### src/rtl/fp_addsub_if.sv
// Operand-issue / result-writeback bundle for the pipelined FP add/sub unit.
// The slave side is the arithmetic unit; the master side issues operands and drains results.
interface fp_addsub_if #(
  parameter int EXP_W = 8,
  parameter int MAN_W = 23,
  parameter int TAG_W = 4
);
  localparam int W = 1 + EXP_W + MAN_W;

  logic             in_valid;
  logic             in_ready;
  logic [W-1:0]     a;
  logic [W-1:0]     b;
  logic             op;
  logic [TAG_W-1:0] in_tag;
  logic             out_valid;
  logic             out_ready;
  logic [W-1:0]     result;
  logic [TAG_W-1:0] out_tag;
  logic [3:0]       flags;

  modport slave (
    input  in_valid, a, b, op, in_tag, out_ready,
    output in_ready, out_valid, result, out_tag, flags
  );

  modport master (
    output in_valid, a, b, op, in_tag, out_ready,
    input  in_ready, out_valid, result, out_tag, flags
  );
endinterface

### src/rtl/fp_addsub_pipe.sv
// Parametrised IEEE-754 add/subtract, 4 stages: classify/swap, align, add+LZC, normalise/round/pack.
// RNE rounding, denormals flushed to zero, one global advance enable drives all stages.
module fp_addsub_pipe #(
  parameter int EXP_W = 8,
  parameter int MAN_W = 23,
  parameter int TAG_W = 4
) (
  input logic        clk,
  input logic        rst,
  fp_addsub_if.slave io
);
  localparam int W      = 1 + EXP_W + MAN_W;
  localparam int STAGES = 4;
  localparam int MW     = MAN_W + 1;          // mantissa incl. hidden bit
  localparam int XW     = MAN_W + 4;          // plus guard, round, sticky
  localparam int EXTW   = MW + MAN_W + 3;     // alignment scratch width
  localparam int LZW    = $clog2(XW + 1);
  localparam int EW     = EXP_W + 2;          // working exponent, MSB = negative
  localparam int MRW    = MW + 1;
  localparam logic [EXP_W-1:0] EMAX = '1;
  localparam logic [W-1:0] QNAN = {1'b0, {EXP_W{1'b1}}, 1'b1, {(MAN_W-1){1'b0}}};

  typedef struct packed {
    logic [TAG_W-1:0] tag;
    logic             spec;
    logic [W-1:0]     spec_res;
    logic [3:0]       spec_flg;
    logic             sx;
    logic             eff_sub;
  } side_t;

  typedef struct packed {
    side_t            sd;
    logic [EXP_W-1:0] ex;
    logic [EXP_W-1:0] ey;
    logic [MW-1:0]    mx;
    logic [MW-1:0]    my;
  } s1_t;

  typedef struct packed {
    side_t            sd;
    logic [EXP_W-1:0] ex;
    logic [XW-1:0]    mx;
    logic [XW-1:0]    my;
  } s2_t;

  typedef struct packed {
    side_t            sd;
    logic [EXP_W-1:0] ex;
    logic [XW:0]      sum;
    logic [LZW-1:0]   lzc;
  } s3_t;

  logic [STAGES:1] vld_pipe_q, vld_pipe_d;
  s1_t             s1_q, s1_d;
  s2_t             s2_q, s2_d;
  s3_t             s3_q, s3_d;
  logic [W-1:0]    result_q, result_d;
  logic [TAG_W-1:0] tag_q;
  logic [3:0]      flags_q, flags_d;
  logic            adv;

  assign adv         = !vld_pipe_q[STAGES] || io.out_ready;
  assign io.in_ready = adv;
  assign io.out_valid = vld_pipe_q[STAGES];
  assign io.result   = result_q;
  assign io.out_tag  = tag_q;
  assign io.flags    = flags_q;
  assign vld_pipe_d  = {vld_pipe_q[STAGES-1:1], io.in_valid};

  // ---------------- stage 1: unpack, classify, swap ----------------
  logic             sa, sb, sbe, eff_sub;
  logic [EXP_W-1:0] ea, eb, ea_n, eb_n;
  logic [MAN_W-1:0] fa, fb;
  logic [MW-1:0]    ma_n, mb_n;
  logic             za, zb, infa, infb, nana, nanb, snan, inf_inf, swap;

  assign {sa, ea, fa} = io.a;
  assign {sb, eb, fb} = io.b;
  assign sbe     = sb ^ io.op;
  assign eff_sub = sa ^ sbe;
  assign za      = (ea == '0);
  assign zb      = (eb == '0);
  assign infa    = (ea == EMAX) && (fa == '0);
  assign infb    = (eb == EMAX) && (fb == '0);
  assign nana    = (ea == EMAX) && (fa != '0);
  assign nanb    = (eb == EMAX) && (fb != '0);
  assign snan    = (nana && !fa[MAN_W-1]) || (nanb && !fb[MAN_W-1]);
  assign inf_inf = infa && infb && eff_sub;
  // Denormals collapse to a true zero before the magnitude compare.
  assign ea_n    = za ? '0 : ea;
  assign eb_n    = zb ? '0 : eb;
  assign ma_n    = za ? '0 : {1'b1, fa};
  assign mb_n    = zb ? '0 : {1'b1, fb};
  assign swap    = {eb_n, mb_n} > {ea_n, ma_n};

  always_comb begin
    s1_d            = '0;
    s1_d.sd.tag     = io.in_tag;
    s1_d.sd.sx      = swap ? sbe : sa;
    s1_d.sd.eff_sub = eff_sub;
    s1_d.ex         = swap ? eb_n : ea_n;
    s1_d.ey         = swap ? ea_n : eb_n;
    s1_d.mx         = swap ? mb_n : ma_n;
    s1_d.my         = swap ? ma_n : mb_n;
    if (nana || nanb || inf_inf) begin
      s1_d.sd.spec     = 1'b1;
      s1_d.sd.spec_res = QNAN;
      s1_d.sd.spec_flg = {snan || inf_inf, 3'b000};
    end else if (infa || infb) begin
      s1_d.sd.spec     = 1'b1;
      s1_d.sd.spec_res = {s1_d.sd.sx, EMAX, {MAN_W{1'b0}}};
    end
  end

  // ---------------- stage 2: align Y to X ----------------
  logic [EXP_W-1:0] diff;
  logic [EXTW-1:0]  sh;

  always_comb begin
    s2_d    = '0;
    s2_d.sd = s1_q.sd;
    s2_d.ex = s1_q.ex;
    s2_d.mx = {s1_q.mx, 3'b000};
    diff    = s1_q.ex - s1_q.ey;
    sh      = {s1_q.my, {(MAN_W+3){1'b0}}} >> diff;
    if (32'(diff) >= MAN_W + 3)
      s2_d.my = {{(XW-1){1'b0}}, |s1_q.my};
    else
      s2_d.my = {sh[EXTW-1 -: MAN_W+3], |sh[MAN_W:0]};
  end

  // ---------------- stage 3: add/subtract, leading-zero count ----------------
  always_comb begin
    s3_d     = '0;
    s3_d.sd  = s2_q.sd;
    s3_d.ex  = s2_q.ex;
    s3_d.sum = s2_q.sd.eff_sub ? ({1'b0, s2_q.mx} - {1'b0, s2_q.my})
                               : ({1'b0, s2_q.mx} + {1'b0, s2_q.my});
    s3_d.lzc = LZW'(XW);
    for (int i = 0; i < XW; i++)
      if (s3_d.sum[i]) s3_d.lzc = LZW'(XW - 1 - i);
  end

  // ---------------- stage 4: normalise, round, pack ----------------
  logic [XW-1:0] mn;
  logic [MRW-1:0] mr;
  logic [EW-1:0] e_n, e_f;
  logic          g, st, rup, under, over;

  always_comb begin
    if (s3_q.sum[XW]) begin
      mn  = {s3_q.sum[XW:2], |s3_q.sum[1:0]};
      e_n = EW'(s3_q.ex) + EW'(1);
    end else begin
      mn  = s3_q.sum[XW-1:0] << s3_q.lzc;
      e_n = EW'(s3_q.ex) - EW'(s3_q.lzc);
    end
    g     = mn[2];
    st    = |mn[1:0];
    rup   = g && (st || mn[3]);
    mr    = {1'b0, mn[XW-1:3]} + MRW'(rup);
    // A rounding carry leaves 10..0, so the field is just the shifted zeros.
    e_f   = mr[MW] ? e_n + EW'(1) : e_n;
    under = e_f[EW-1] || (e_f == '0);
    over  = !under && (e_f >= {2'b00, EMAX});

    result_d = {s3_q.sd.sx, e_f[EXP_W-1:0], mr[MW] ? mr[MAN_W:1] : mr[MAN_W-1:0]};
    flags_d  = {3'b000, g || st};
    if (s3_q.sd.spec) begin
      result_d = s3_q.sd.spec_res;
      flags_d  = s3_q.sd.spec_flg;
    end else if (s3_q.sum == '0) begin
      result_d = {s3_q.sd.sx && !s3_q.sd.eff_sub, {(W-1){1'b0}}};
      flags_d  = '0;
    end else if (over) begin
      result_d = {s3_q.sd.sx, EMAX, {MAN_W{1'b0}}};
      flags_d  = 4'b0101;
    end else if (under) begin
      result_d = {s3_q.sd.sx, {(W-1){1'b0}}};
      flags_d  = 4'b0011;
    end
  end

  always_ff @(posedge clk or posedge rst) begin
    if (rst) begin
      vld_pipe_q <= '0;
      s1_q       <= '0;
      s2_q       <= '0;
      s3_q       <= '0;
      result_q   <= '0;
      tag_q      <= '0;
      flags_q    <= '0;
    end else if (adv) begin
      vld_pipe_q <= vld_pipe_d;
      s1_q       <= s1_d;
      s2_q       <= s2_d;
      s3_q       <= s3_d;
      result_q   <= result_d;
      tag_q      <= s3_q.sd.tag;
      flags_q    <= flags_d;
    end
  end
endmodule

### src/flat_wrapper.sv
// flat-port wrapper written by rule: the top's interface ports become plain ports
module fp_addsub_pipe_flat 
#(
  parameter int EXP_W = 8,
  parameter int MAN_W = 23,
  parameter int TAG_W = 4
)
  (clk, rst, io_in_valid, io_a, io_b, io_op, io_in_tag, io_out_ready, io_in_ready, io_out_valid, io_result, io_out_tag, io_flags);
  fp_addsub_if #(.EXP_W(EXP_W), .MAN_W(MAN_W), .TAG_W(TAG_W)) io_i ();
  input logic clk;
  input logic rst;
  input wire logic [$bits(io_i.in_valid)-1:0] io_in_valid;
  input wire logic [$bits(io_i.a)-1:0] io_a;
  input wire logic [$bits(io_i.b)-1:0] io_b;
  input wire logic [$bits(io_i.op)-1:0] io_op;
  input wire logic [$bits(io_i.in_tag)-1:0] io_in_tag;
  input wire logic [$bits(io_i.out_ready)-1:0] io_out_ready;
  output wire logic [$bits(io_i.in_ready)-1:0] io_in_ready;
  output wire logic [$bits(io_i.out_valid)-1:0] io_out_valid;
  output wire logic [$bits(io_i.result)-1:0] io_result;
  output wire logic [$bits(io_i.out_tag)-1:0] io_out_tag;
  output wire logic [$bits(io_i.flags)-1:0] io_flags;
  assign io_i.in_valid = io_in_valid;
  assign io_i.a = io_a;
  assign io_i.b = io_b;
  assign io_i.op = io_op;
  assign io_i.in_tag = io_in_tag;
  assign io_i.out_ready = io_out_ready;
  assign io_in_ready = io_i.in_ready;
  assign io_out_valid = io_i.out_valid;
  assign io_result = io_i.result;
  assign io_out_tag = io_i.out_tag;
  assign io_flags = io_i.flags;
  fp_addsub_pipe #(.EXP_W(EXP_W), .MAN_W(MAN_W), .TAG_W(TAG_W)) u_core (.clk(clk), .rst(rst), .io(io_i));
endmodule
### config.mk
export PLATFORM = sky130hd
export DESIGN_NAME = fp_addsub_pipe_flat
export DESIGN_NICKNAME = d
export VERILOG_FILES = /design/src/rtl/fp_addsub_if.sv /design/src/rtl/fp_addsub_pipe.sv /design/src/flat_wrapper.sv
export SDC_FILE = /design/constraint.sdc
export NUM_CORES = 1
export LEC_CHECK = 0
export ABC_AREA = 1
export CAP_MARGIN = 10
export CORE_ASPECT_RATIO = 0.6
export CORE_UTILIZATION = 40
export DETAILED_ROUTE_END_ITERATION = 8
export PLACE_DENSITY_LB_ADDON = 0.2
export SYNTH_ARGS = -nofsm -noshare
export SYNTH_HDL_FRONTEND = slang
export SYNTH_SLANG_ARGS = --single-unit
### constraint.sdc
create_clock -name clk -period 10.35 [get_ports clk]
set_input_delay 1.5525 -clock clk [delete_from_list [all_inputs] [get_ports clk]]
set_output_delay 1.5525 -clock clk [all_outputs]
set_load 0.005 [all_outputs]
### I/O nets highlighted, run 1

Scale bar: 100 um.
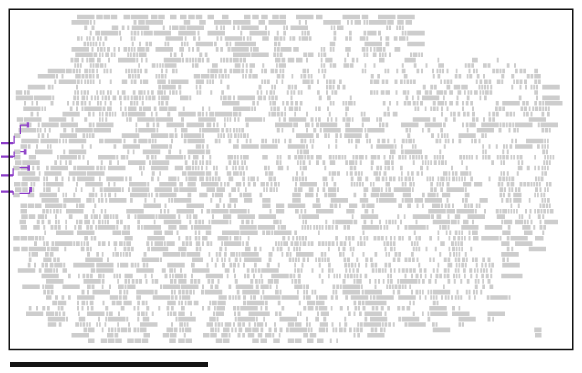
- purple: `io_in_tag` (direction input; edge left; end cells 4; buffers 4; wire 37.5 um)
Top Ports: 115
Port Buffers: 114

### Routing congestion, run 1

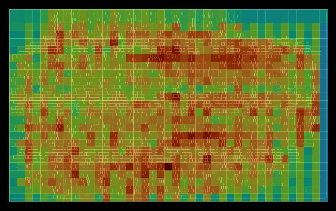
global-route met3 utilization: 8.28%
mean routed wirelength per cell: 18.9 um

### The metal 1 layer, run 1

Scale bar: 100 um. Supply wires on this layer in gray. Cells faint in the background.
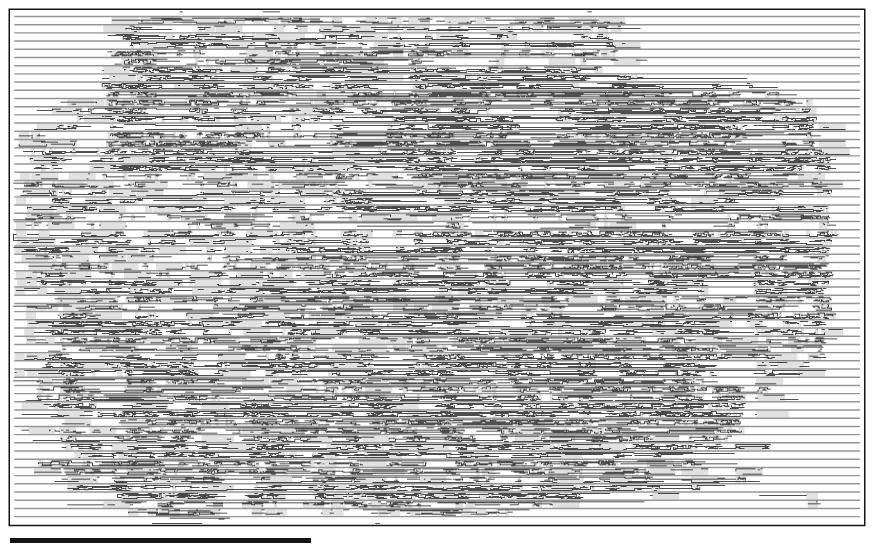
- wire length on this layer: 36.6 mm
- longest straight run: 63.5 um
- main direction: horizontal
- share of all routed wire: 54%

### Sequential cells grouped by signal name, run 1

Scale bar: 100 um. Other sequential cells in the stronger gray, the rest of the logic in the fainter gray.
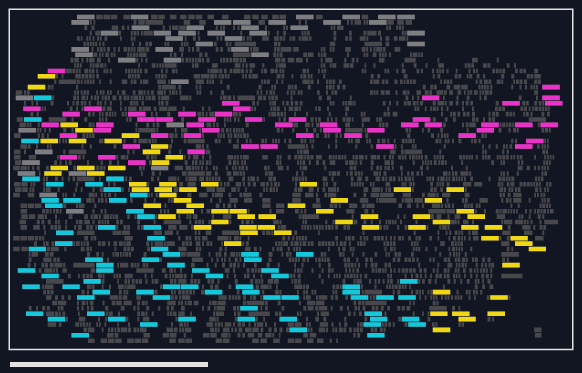
- cyan: `u_core.s1_q` (placed flops 74)
- yellow: `u_core.s2_q` (placed flops 69)
- magenta: `u_core.s3_q` (placed flops 51)
Reg area: 5960 sq um
sequential fraction of total cell area: 27.8%

==> impl_metrics.csv, run 1 <==
group,metric,value,unit
synth,logic_family,"simple AND/OR/NAND/NOR gates",
place,placed_cells,3544,
cts,clock-sinks,238,
floorplanning,die_height,171,um
cts,tritoncts_clock_tree,"yes",
global_routing,grt_first_pass_wirelength,107000,um
detailed_routing,wl_met3,7360,um
synth,syn_inst,2928,
detailed_routing,routed_length_on_met1,36600,um
outcome,status,"completed",
final_timing,fin_ws,4.88,ns
synth,enable_flop_cells,0,
final_timing,slew_headroom,28.5,%
setup_path,worst-path-max-fanout,104,
setup_path,worstSetupStartpointType,"primary input",
synth,flip_flop_cell_with_the_highest_count_after_synthesis,"sky130_fd_sc_hd__dfrtp_1",
global_routing,grt_max_degree,118,
setup_path,timing_worst_setup_path_type,"primary input to flop",
synth,fa_ha_area_share,6.71,%
floorplanning,chipArea,48400,sq um
detailed_routing,drtIter0Drc,2442,
global_routing,grt_antenna_before_repair,0,
cts,cts_htree_levels,1,
synth,compound_area_share,14.4,%
detailed_routing,route.antenna.remaining_nets,0,
final_timing,finalClockSkew,0.0128,ns
floorplanning,dieWidth,283,um
detailed_routing,post-route-drc-count,0,
layout,final_net_count,3116,
synth,synth_nets,3101,
setup_path,worstSetupStartpoint,"io_a[24]",
cts,cts_hold_repair.buffers,0,
synth,postSynthRegisterBits,238,
## run 1: area by class of cell
type	instances	area (sq um)
Fill cell	4884	25100
Multi-Input combinational cell	2233	11200
Sequential cell	238	5960
Timing Repair Buffer	136	1310
Inverter	307	1170
Tap cell	630	788
Clock buffer	35	736
Clock inverter	15	228
## run 1: stage by stage
step | cell area, sq um | hold WS, ns
global placement | 20400 | 0.456
detailed placement | 20400 | 0.461
CTS | 21400 | 0.477
finish | 21400 | 0.472
floorplan | 19000 | 0.420
global route | 21400 | 0.493
## run 1: critical path, cell delays in order
cell,delay [ns]
sky130_fd_sc_hd__clkdlybuf4s50_1,0.46
sky130_fd_sc_hd__inv_1,0.15
sky130_fd_sc_hd__nand4_1,0.12
sky130_fd_sc_hd__nor2_1,0.47
sky130_fd_sc_hd__inv_2,0.42
sky130_fd_sc_hd__nand2_1,0.23
sky130_fd_sc_hd__ha_1,0.27
sky130_fd_sc_hd__a21oi_1,0.16
sky130_fd_sc_hd__o21a_1,0.14
sky130_fd_sc_hd__o221ai_1,0.17
sky130_fd_sc_hd__nand2_1,0.10
sky130_fd_sc_hd__o211ai_1,0.11
sky130_fd_sc_hd__nand2_1,0.10
sky130_fd_sc_hd__o2111ai_1,0.12
sky130_fd_sc_hd__nand2_2,0.10
sky130_fd_sc_hd__buf_4,0.74
sky130_fd_sc_hd__o21ai_0,0.22
sky130_fd_sc_hd__a21oi_1,0.20
sky130_fd_sc_hd__a21oi_1,0.05
## run 1: worst paths after layout
path                                                          to  cells past startpoint
worst max-delay path                  u_core.s1_q[9]$_DFFE_PP0P_                     19
worst min-delay path            u_core.vld_pipe_q[2]$_DFFE_PP0P_                      2
worst max register to register   u_core.io.result[4]$_DFFE_PP0P_                     24
worst min register to register  u_core.vld_pipe_q[2]$_DFFE_PP0P_                      2
max in group asynchronous       u_core.io.result[25]$_DFFE_PP0P_                      3
min in group asynchronous            u_core.s2_q[32]$_DFFE_PP0P_                      2
## run 1: state kept, by name, indices dropped and copies added (netlist names)
signal / cells
u_core.s2_q: 69
u_core.s1_q: 74
u_core.io.out_tag: 4
u_core.io.flags: 4
u_core.vld_pipe_q: 4
u_core.io.result: 32
u_core.s3_q: 51
## run 1: cell usage in the layout (no fill, tap or decap), types with 19 or more instances in the layout
cell type                         netlist  routed
sky130_fd_sc_hd__clkbuf_16              0      27
sky130_fd_sc_hd__nor3_1                33      33
sky130_fd_sc_hd__xor2_1                34      32
sky130_fd_sc_hd__nor2_1               223     221
sky130_fd_sc_hd__nand4_1               38      38
sky130_fd_sc_hd__dfrtp_1              238     238
sky130_fd_sc_hd__nand3_1              325     325
sky130_fd_sc_hd__clkdlybuf4s50_1        0     114
sky130_fd_sc_hd__o21ai_0              239     239
sky130_fd_sc_hd__buf_4                  5      22
sky130_fd_sc_hd__nand2_1              900     899
sky130_fd_sc_hd__inv_1                295     294
sky130_fd_sc_hd__nor4_1                19      19
sky130_fd_sc_hd__a21oi_1              147     147
sky130_fd_sc_hd__ha_1                  97      97
==> inputs of run 2 (changes only) <==
Clock period 10.35 ns to 5.23 ns, I/O delays scaled along.
==> run 2 against run 1 <==
Hold slack worse by 0.012 ns. Count of clock-buffer cells in the layout down 1. Register-to-register slack worse by 4.3 ns. Non-clock buffer count up 24. Sequential cell count unchanged. Via count up 0.48%. Final cell count up 0.61%.
==> impl_metrics.csv, run 2 <==
group,metric,value,unit
hold_path,worst_hold_depth,2,
layout,area.sequential,5960,sq um
layout,layout_top_registers,"u_core.s1_q: 74 flops, u_core.s2_q: 69 flops, u_core.s3_q: 51 flops",
setup_path,cp_slowest_stage_delay,0.67,ns
cts,clock-sinks,238,
layout,final_common_cell,"sky130_fd_sc_hd__nand2_1",
final_timing,slew_headroom,31.5,%
setup_path,worst-path-max-fanout,12,
place,placed_cells,3568,
synth,flip_flop_cell_with_the_highest_count_after_synthesis,"sky130_fd_sc_hd__dfrtp_1",
cts,tritoncts_clock_tree,"yes",
setup_path,critical_path.most_common_cell,"sky130_fd_sc_hd__nor2_1",
setup_path,regToRegEndpoint,"u_core.s2_q[6]$_DFFE_PP0P_",
layout,stdcell_area,21600,sq um
setup_path,timing_worst_setup_path_type,"flop to flop",
detailed_routing,drtIter0Drc,2234,
synth,syn_inst,2928,
floorplanning,chipArea,48400,sq um
global_routing,grt_max_degree,168,
place,postPlaceCellArea,20700,sq um
setup_path,worstSetupStartpointType,"flop",
layout,layout_top_cells,"sky130_fd_sc_hd__nand2_1 (899), sky130_fd_sc_hd__nand3_1 (325), sky130_fd_sc_hd__inv_1 (294)",
setup_path,timing.reg2reg.worst_path_depth,15,
global_routing,grt_first_pass_wirelength,106000,um
final_timing,finalClockSkew,0.00963,ns
floorplanning,die_height,171,um
cts,cts_htree_levels,1,
global_routing,grt_antenna_before_repair,0,
cts,cts_hold_repair.buffers,0,
floorplanning,num_io_pins,115,
setup_path,crit_slowest_cell,"sky130_fd_sc_hd__xor2_1",
outcome,status,"completed",
detailed_routing,route.antenna.remaining_nets,0,
synth,synth_nets,3101,
layout,number_of_flip_flops_in_the_largest_register,74,
hold_path,timing.hold.worst_endpoint,"u_core.vld_pipe_q[4]$_DFFE_PP0P_",
place,port_buffers,114,
layout,nFillCells,4862,
synth,enable_flop_cells,0,
layout,largest-register,"u_core.s1_q",
setup_path,crit_chain,"inv_1 > ha_1 > a21oi_1 > nand2_1 > a21oi_1 > o21ai_0 > xor2_1 > nor2_1 > nand2_1 > o2111ai_1 > nor2_1 > inv_1 > nor2_1 > clkinv_1 > o221ai_1",
detailed_routing,avgRoutedWirePerCell,18.7,um
detailed_routing,post-route-drc-count,0,
## run 2: cells by family (layout without fill, tap and decap cells)
logic type / count (synthesis) / count (layout) / synth area share (%)
AND-OR/OR-AND: 496 / 496 / 14.4
XOR/XNOR: 43 / 43 / 1.98
adder cells (fa/ha/maj): 100 / 100 / 6.71
buffers and inverters: 457 / 515 / 9.67
flip-flops: 238 / 238 / 31.4
multiplexers: 1 / 1 / 0.0527
AND/OR/NAND/NOR: 1593 / 1593 / 35.8
## run 2: worst max path at each step
stage | from | end | slack, ns | cells after the start
2_1_floorplan | rst | u_core.io.flags[0]$_DFFE_PP0P_ | 1.33 | 1
3_5_place_dp | io_b[25] | u_core.s1_q[101]$_DFFE_PP0P_ | 0.57 | 24
6_report | u_core.s1_q[50]$_DFFE_PP0P_ | u_core.s2_q[6]$_DFFE_PP0P_ | 0.92 | 15
5_1_grt | u_core.s1_q[50]$_DFFE_PP0P_ | u_core.s2_q[6]$_DFFE_PP0P_ | 0.68 | 15
3_3_place_gp | io_b[25] | u_core.s1_q[101]$_DFFE_PP0P_ | 0.58 | 24
4_1_cts | u_core.s1_q[50]$_DFFE_PP0P_ | u_core.s2_q[6]$_DFFE_PP0P_ | 1.09 | 15
## run 2: area by class of cell
type,instances,share of cell area (%)
clock inverter,14,0.602
sequential,238,27.6
multi-input combinational,2233,52.0
clock buffer,34,3.43
tap,630,3.65
timing repair buffer,160,7.40
inverter,307,5.39
## run 2: metal layers
metal	share of wire [%]	track usage, %	vias to the layer above
li1	-	-	9660
met1	53	46.3	9473
met2	34	33.9	847
met3	12	8.33	48
met4	1.1	3.60	0
met5	0	0	-
## run 2: worst max-delay path, delay by kind of cell, from the launching register on
kind	cells	cell delay [ns]
flops	1	0.33
buf+inv	3	0.78
xor+xnor	1	0.67
compound gates	5	0.98
simple gates	5	1.09
fa+ha+maj	1	0.37
## run 2: metrics by stage
step           hold slack [ns]  utilization (%)  worst slack, ns
3_3_place_gp             0.454             44.5            0.580
2_1_floorplan            0.420                -             1.33
5_1_grt                  0.494             46.4            0.684
6_report                 0.460             46.4            0.918
3_5_place_dp             0.440             44.5            0.573
4_1_cts                  0.466             46.4             1.09
### Routing congestion, run 2

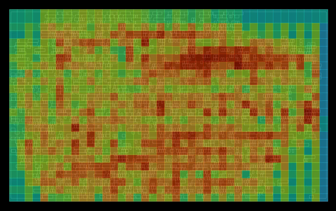
met1 layer usage reported by global route: 46.3%
utilization of the core after routing: 46.4%
met2 routing resource usage after global routing: 33.9%
layer carrying the most global-route usage: met1

### The metal 1 layer, run 2

Scale bar: 100 um. Supply wires on this layer in gray. Cells faint in the background.
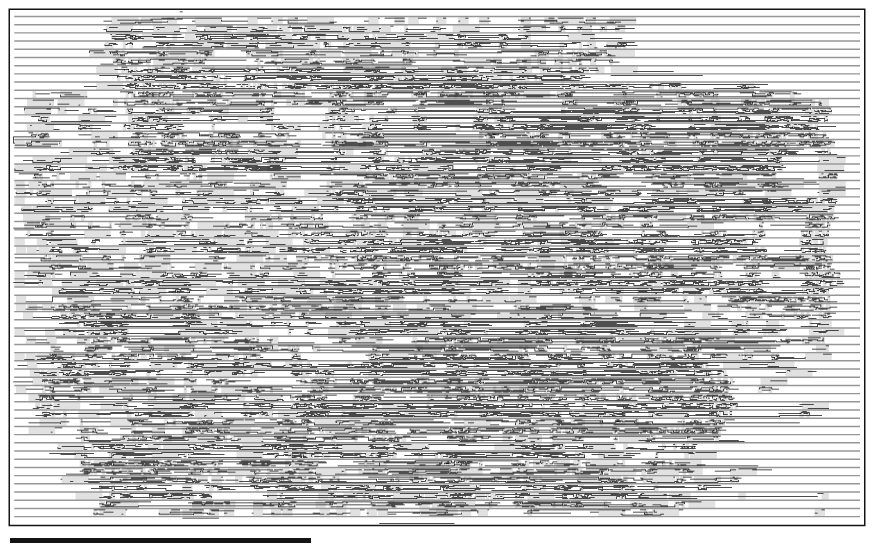
routed vias: 20000
total length of routed wires: 67600 um

